Design icache_frontend, sky130hd; sources not shown.
Figure 1. Port wiring.
(1 px per um)
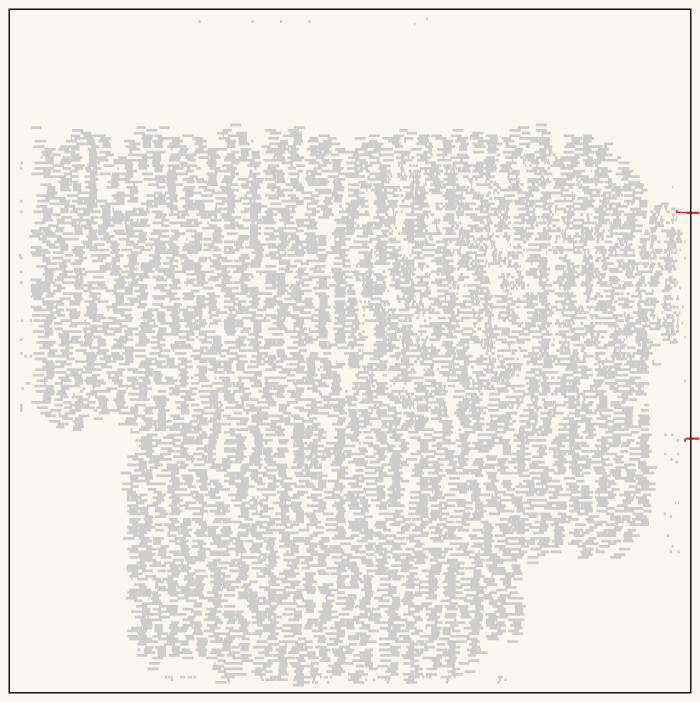
- red: `proc2Imem_command` (bits 2; direction output; edge right; end cells 2; buffers 0; wire 18.0 um)
PortBufs: 0
I/O Pins: 307

Figure 2. Cell placement.
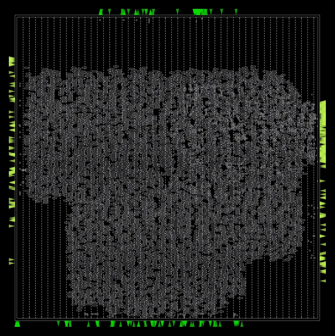
Seq area share: 0.4916
Flop Count: 2882
tapcell count: 5976
core region area: 0.4512 mm2
Core Util, Final: 0.3872

Figure 3. Ports around the boundary.
Pins as bars across the die edge, other pins in gray.
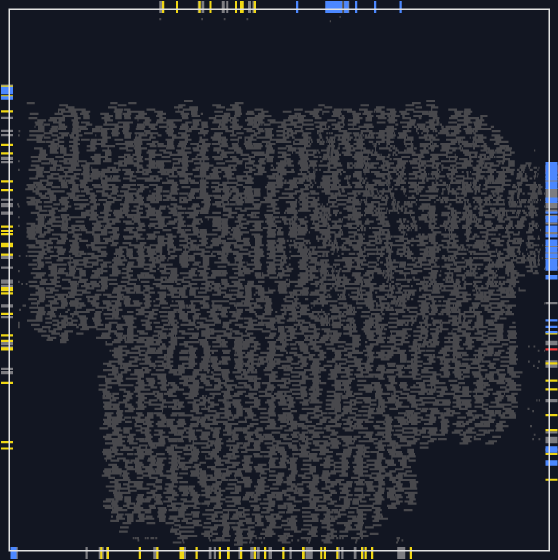
- red: `proc2Imem_command` (pins 2; direction output; edge right)
- blue: `proc2Icache_addr` (pins 96; direction input; edge 62 right, 20 top, 8 left, 6 bottom)
- yellow: `Imem2proc_data` (pins 64; direction input; edge 25 left, 23 bottom, 8 top, 8 right)
die width: 680 um
Die Height: 682 um

==> flow_metrics.env <==
# flow metrics
export IMPL_ys_area_mm2=0.1573
export IMPL_dpl_cell_area_mm2=0.1645
export IMPL_drive_gt1_frac=0.4159
export IMPL_outcome="complete, no violations"
export IMPL_grt_util_all_layers=0.2496
export IMPL_vias=96370
export IMPL_hold_buffers=0
export IMPL_synthFlopType="edfxtp_1"
export IMPL_finalSetupTns_ns=0
export IMPL_synthArstFlopShare=0
export IMPL_post_layout_nonfiller_instances=13910
export IMPL_topCellsByArea="edfxtp_1, mux4_2, mux2i_1, clkbuf_1, dfxtp_1"
export IMPL_maxCapViolations=0
export IMPL_drtPass1Iterations=6
export IMPL_drv_slew=0
export IMPL_fin_crit_sh=0.7901
export IMPL_edf_count=2816
export IMPL_ys_ff=2882
export IMPL_rsz0062_at_grt="false"
export IMPL_crit_path_cell_trace="buf_16, buf_16, buf_16, buf_16, buf_16, mux4_2, a22o_1, a221oi_1, xor2_1, a21oi_1, or4_1, nor4bb_1, nand4bb_1, o21ai_4, and3b_1"
export IMPL_top_cell="edfxtp_1"
export IMPL_min_path_cells=2
export IMPL_row_count=247
export IMPL_required_ns=15.60
export IMPL_first_global_vias=96540
export IMPL_largest_register_ffs=2048
export IMPL_grt_ovfl_total=0
export IMPL_critPathLaunchType="input port"
export IMPL_grt_pass1_wl_mm=807.2
export IMPL_pwr_density_cell_mw_per_mm2=80.49
export IMPL_slowest_delay_ns=1.06
export IMPL_grt_max_degree=265
area by class of cell:
type	count	area [um2]
flip-flops and latches	2882	85900
fillers	40010	276500
inverters	80	327.8
diodes	42	105.1
multi-input cells	4129	68180
well taps	5976	7477
repair buffers	232	2755
clock inverters	152	1315
clock buffers	412	8667
placed cells by master (no fill, tap or decap), types with 23 or more instances in the layout:
cell type	netlist	routed
edfxtp_1	2816	2816
mux4_2	2489	2489
clkbuf_16	0	331
mux2i_1	275	275
buf_4	34	175
nand2_1	167	167
a22oi_1	103	103
a21oi_1	80	80
o22ai_1	78	78
clkbuf_1	415	73
inv_1	75	71
clkinv_1	4	65
nor2b_1	74	65
and2_1	58	59
dfxtp_1	66	52
nor2_1	88	50
nand3_1	49	49
clkinv_2	0	44
xnor2_1	43	43
diode_2	0	42
o21ai_0	42	42
buf_16	0	40
nor3_1	39	38
and3b_1	37	37
a22o_1	33	33
mux2_2	33	33
nor2_4	0	33
a221o_1	32	32
a32o_1	31	31
a221oi_1	30	30
nand4_1	23	23
a211oi_1	24	23
cell families after synthesis:
| family | Yosys count | share of synthesized area |
|---|---|---|
| flip-flops | 2882 | 0.5461 |
| multiplexers | 2797 | 0.3763 |
| buffers and inverters | 815 | 0.02256 |
| AND/OR/NAND/NOR | 670 | 0.02328 |
| AND-OR/OR-AND | 595 | 0.02814 |
| XOR/XNOR | 63 | 0.003509 |
| other | 1 | 0.00002385 |
report_power, final:
group,total (mW),switching (mW),internal [mW]
sequential,6.82,0.0229,6.79
combinational,1.29,0.659,0.629
clock,5.96,2.58,3.37
routing by layer:
metal / GRT usage / routed length, um
met1: 0.3309 / 213700
met3: 0.08280 / 81180
met2: 0.3770 / 267900
met4: 0.1059 / 27380
met5: 0 / 217
